$ cat src/rtl/ha_sub_core.sv
// Registered multi-lane half subtractor: per-lane difference and borrow,
// an any-borrow flag and a saturating borrow-event counter.
module ha_sub_core #(
  parameter int unsigned WIDTH = 1,
  parameter int unsigned CNT_W = 8
) (
  input  logic             clk,
  input  logic             rst_n,
  input  logic             in_valid,
  input  logic [WIDTH-1:0] a,
  input  logic [WIDTH-1:0] b,
  output logic [WIDTH-1:0] d,
  output logic [WIDTH-1:0] bw,
  output logic             out_valid,
  output logic             bw_any,
  output logic [CNT_W-1:0] bw_cnt
);

  logic [WIDTH-1:0] d_nxt;
  logic [WIDTH-1:0] bw_nxt;
  logic             bw_any_nxt;
  logic             cnt_sat;

  // Lanes are independent: no borrow ripples from lane i into lane i+1.
  always_comb begin
    d_nxt      = a ^ b;
    bw_nxt     = ~a & b;
    bw_any_nxt = |bw_nxt;
    cnt_sat    = &bw_cnt;
  end

  // Datapath only loads on accepted samples, so X on a/b while idle is ignored.
  always_ff @(posedge clk) begin
    if (!rst_n) begin
      d         <= '0;
      bw        <= '0;
      out_valid <= 1'b0;
      bw_any    <= 1'b0;
      bw_cnt    <= '0;
    end else begin
      out_valid <= in_valid;
      if (in_valid) begin
        d      <= d_nxt;
        bw     <= bw_nxt;
        bw_any <= bw_any_nxt;
        if (bw_any_nxt && !cnt_sat) begin
          bw_cnt <= bw_cnt + CNT_W'(1);
        end
      end
    end
  end

endmodule

$ cat config.mk
export PLATFORM = sky130hd
export DESIGN_NAME = ha_sub_core
export DESIGN_NICKNAME = d
export VERILOG_FILES = /design/src/rtl/ha_sub_core.sv
export SDC_FILE = /design/constraint.sdc
export NUM_CORES = 1
export LEC_CHECK = 0
export CAP_MARGIN = 0
export CORE_UTILIZATION = 25
export CTS_CLUSTER_DIAMETER = 120
export DETAILED_ROUTE_END_ITERATION = 10
export GPL_TIMING_DRIVEN = 0
export PLACE_DENSITY_LB_ADDON = 0.05
export SLEW_MARGIN = 20
export SYNTH_ARGS = -nofsm -noshare
export SYNTH_HDL_FRONTEND = slang
export SYNTH_SLANG_ARGS = --single-unit
export TNS_END_PERCENT = 20
$ cat constraint.sdc
create_clock -name clk -period 1.24 [get_ports clk]
set_input_delay 0.31 -clock clk [delete_from_list [all_inputs] [get_ports clk]]
set_output_delay 0.31 -clock clk [all_outputs]
set_load 0.05 [all_outputs]
==> Table 3: Implementation characteristics <==
Characteristics after synthesis and place and route

Parameter                              Value

Setup path
  Sum of buffers and inverters on the critical path    0
  Slowest stage cell on the critical path    dfxtp_4
  Maximum fanout along the worst path    5
  Critical register-to-register path endpoint    bw_cnt[6]$_SDFFE_PN0P_
  Kind of critical path    flip-flop to flip-flop
  R2r setup slk    -0.08 ns
  Critical Path Stages    5
  Capturing instance or port of the critical path    bw_cnt[6]$_SDFFE_PN0P_
  Critical path required time    1.45 ns
  Cells along the critical path    ha_4, nand4_1, nor4b_2, xor2_1, and2_1
  Family with the most delay on the worst path    simple AND/OR/NAND/NOR gates
  Worst R2R Start    bw_cnt[0]$_SDFFE_PN0P_
  R2r worst-path depth    5
  Critical path origin    bw_cnt[0]$_SDFFE_PN0P_
  Data arrival at the endpoint of the critical path    1.53 ns
  Category of the worst setup path launch point    flip-flop
  Element type at the critical path end    flip-flop

Final layout
  Fraction of layout instances using a drive strength above 1    45.33%
  Non-filler instance count after layout    102
  Leading cell types in the layout, fill and taps excluded    clkbuf_4 (10), and2_1 (5), buf_2 (5)
  Gate Area    326.6 sq um
  Fraction of standard cell area in multi-input logic    42.16%
  Non-clk buf share    18.58%
  Total of plain and repair buffers excluding clock buffers    20
  Multi-input gates    39
  Antenna fix cells    0
  Layout sequential cell count    11
  Inverter tally of the final layout excluding the clock network    1
  Flip-flop count of the largest register, all copies and words added    8
  Number of clock buffer instances in the layout    4
  Final cell utilization of the core    39.48%
  Cell class with the largest area share    multi-input combinational cells
  Number of filler instances in the final layout    227
  Register ranked first by flip-flop count    bw_cnt
  Layout-stage area growth over the synthesis result    47.03%
  Sequential share of cell area    31.02%
  Nets    83
  Top logic cell by instance count in the layout    clkbuf_4
  Clock tree cell share of total cell area    3.393%
  Sequential cell area in the final layout    240.2 sq um

Hold path
  Worst Hold Path Cells    1
  Worst-case hold path end point    d$_SDFFE_PN0P_
  Min-delay src    d$_SDFFE_PN0P_
  Class of the most critical hold timing path    flip-flop to flip-flop

Power and ir drop
  Switching portion of total power    26.38%
  Sw power    183.7 uW
  Total power after layout    696.2 uW
  PwrDens    898.9 mW/mm^2
  Relative contribution of combinational cells to total power    12.7%
  Internal power of the cells    512.5 uW
  Maximum VDD drop    0.0004158 V
  Top power consumer group    registers
  Clock network power    246 uW
  Comb group    88.7 uW
  Pleak    0.3135 nW
  Relative contribution of the clock network to total power    35.4%
  Flip-flop and latch power    361 uW
  Share of power burned in registers    51.9%

Synthesis
  Largest type area fraction    41.81%
  Fraction of registers with async set or reset after synthesis    0%
  Post-synthesis mux area share    1.900%
  Top cells by area, synth    dfxtp_1 (42%), and2_1 (5.9%), ha_1 (4.8%), xnor2_1 (3.3%), xor2_1 (3.3%)
  XOR-XNOR Cells, Area Fraction    6.651%
  Basic-gate share of the synthesized area counting and, or, nand and nor cells    25.18%
  Post-synth regs    11
  Post-synthesis cell count    53
  Fraction of the yosys area taken by sequential cells    41.81%
  Most common cell in the synthesized netlist    dfxtp_1
  Distinct lib cells used    29
  Dominant comb cell    simple AND/OR/NAND/NOR gates
  Adder and majority cell fraction of the synthesized area    4.751%
  Cell type with the largest total area after synthesis    dfxtp_1
  Dominant register cell in the synthesized netlist    dfxtp_1
  Top cells by count    dfxtp_1 (11), and2_1 (5), nand2_1 (4)
  Ys cells    53
  Aoi/oai-family share of the synthesized area    16.86%
  Cell area after synthesis    526.8 sq um
  Post-synth EDFFs    0
  Avg Inst Size Synth    9.939 sq um
  Syn nets    60
  Count of warnings emitted by yosys    0
  Synthesis area per yosys    526.8 sq um

CTS
  Sink Count    11
  Inserted Clock Buffers    3
  Clk ins delay skew pair    0.27 ns
  Clock-pin slew reported for the worst setup and hold paths after clock tree synthesis    0.07 ns
  Root Driver    clkbuf_4
  Max clock buf depth    2
  Hold-fix buffers at CTS    0
  H-tree Lvls    1

Placed design
  Number of port buffers    16
  RD Place Congestion    0.6919
  DP Cell Count    96

Timing
  Final Hold Violation Tally    0
  Final count of negative-setup-slack endpoints    4
  Post-Route Setup TNS    -0.1603 ns
  Maximum clock rate    756.5 MHz
  Setup repair after global routing missed its margin    yes
  Share of the clock period used by the worst path after layout    106.6%
  Worst-case clock skew    0.001500 ns
  Final worst path period need    1.322 ns
  Final worst-path setup slack    -0.08193 ns
  Worst Max-Slew Pin Slew    0.3691 ns

Global route
  Via count of the first global-routing pass    402
  Gr usage total    11.64%
  Global-route wire length before repair    1766 um
  Maximum number of pins on one net before global-route repair    11
  Overall overflow remaining after global route    0
  Number of antenna violations at the first check in global routing    0

Outcome
  Run status    finished with violations
  Failing checks    setup timing

Routing
  Number of DRC markers after the initial detailed-route iteration    3
  DR vias/cell    4.755
  Post-detailed-route count of antenna-violating nets    0
  Total iterations of the first detailed-routing run    4
  Final routed DRC violation total    0
  Mean routed wirelength per cell    10.90 um

Floorplan
  Fraction of the core area occupied by cells at floorplan    26.85%
  Placeable core area    0.001962 sq mm
  Number of well-tap cells placed    27
  Number of top-level pins    17
  Die boundary height    47.90 um
  Overall die area    0.002294 sq mm
  Width of the die    47.90 um
  Cell row count    16

Job
  OpenROAD warning count    29
  Max-cap violations    0
[metrics by stage]
| stage | cell area (sq um) | worst slack (ns) | hold slack (ns) |
|---|---|---|---|
| global placement | 748.2 | -0.5348 | 0.4634 |
| finish | 774.5 | -0.08193 | 0.4830 |
| detailed placement | 748.2 | -0.5296 | 0.4708 |
| CTS | 733.2 | -0.1111 | 0.4887 |
| global route | 774.5 | -0.1577 | 0.5074 |
| floorplan | 554.3 | -0.1663 | 0.4317 |
[metal layers]
layer / track usage (%) / routed length (um) / vias up
met5: 0 / 0 / -
met4: 8.333 / 25 / 0
met3: 4.528 / 45 / 4
met2: 14.86 / 466 / 13
met1: 15.52 / 573 / 227
li1: - / - / 241
[repair_timing]
action | in CTS | in global routing
gates resized | 70 | 11
setup buffers | 1 | 1
pin swaps | 8 | 3
setup endpoints to repair | 20 | 17
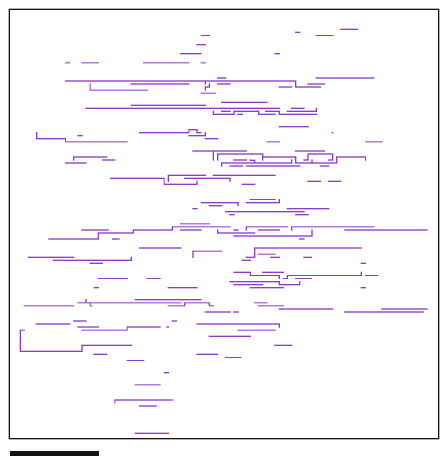
(images/layer_met1.png)
Scale bar: 10 um.
wire length on this layer: 574 um
main direction: horizontal
share of all routed wire: 52%
longest straight run: 25.8 um
routed via count: 485
met1 track demand over resource in global routing: 15.52%
Post-Route WL: 1112 um

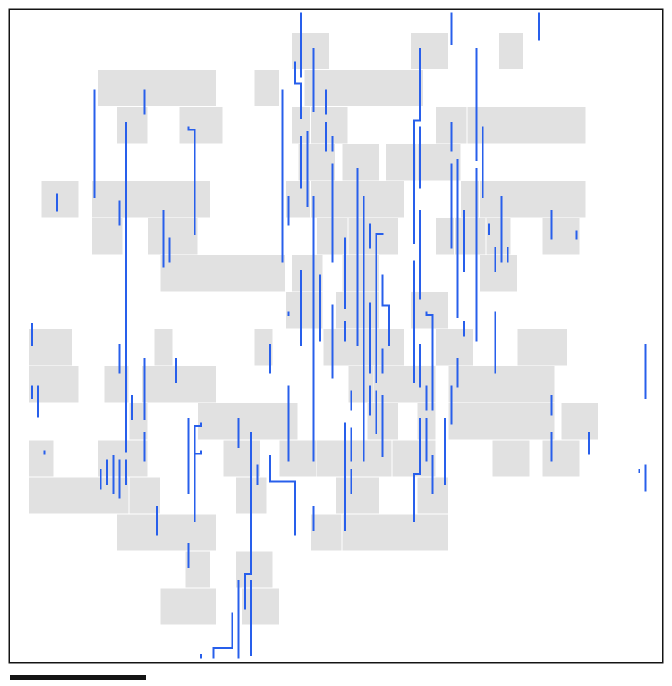
(images/layer_met2.png)
Scale bar: 10 um.
wire length on this layer: 467 um
longest straight run: 24.1 um
met2 Use GR: 14.86%

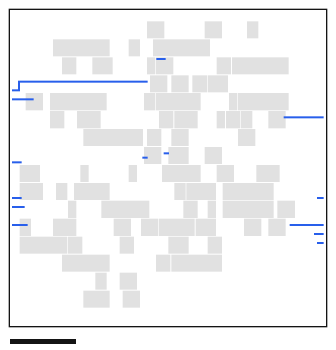
(images/layer_met3.png)
Scale bar: 10 um.
longest straight run: 19.3 um
main direction: horizontal
wire length on this layer: 45.3 um
Global Route met3 Usage: 4.528%

Power figures rest on the tool's default switching activity, not on a simulated workload.
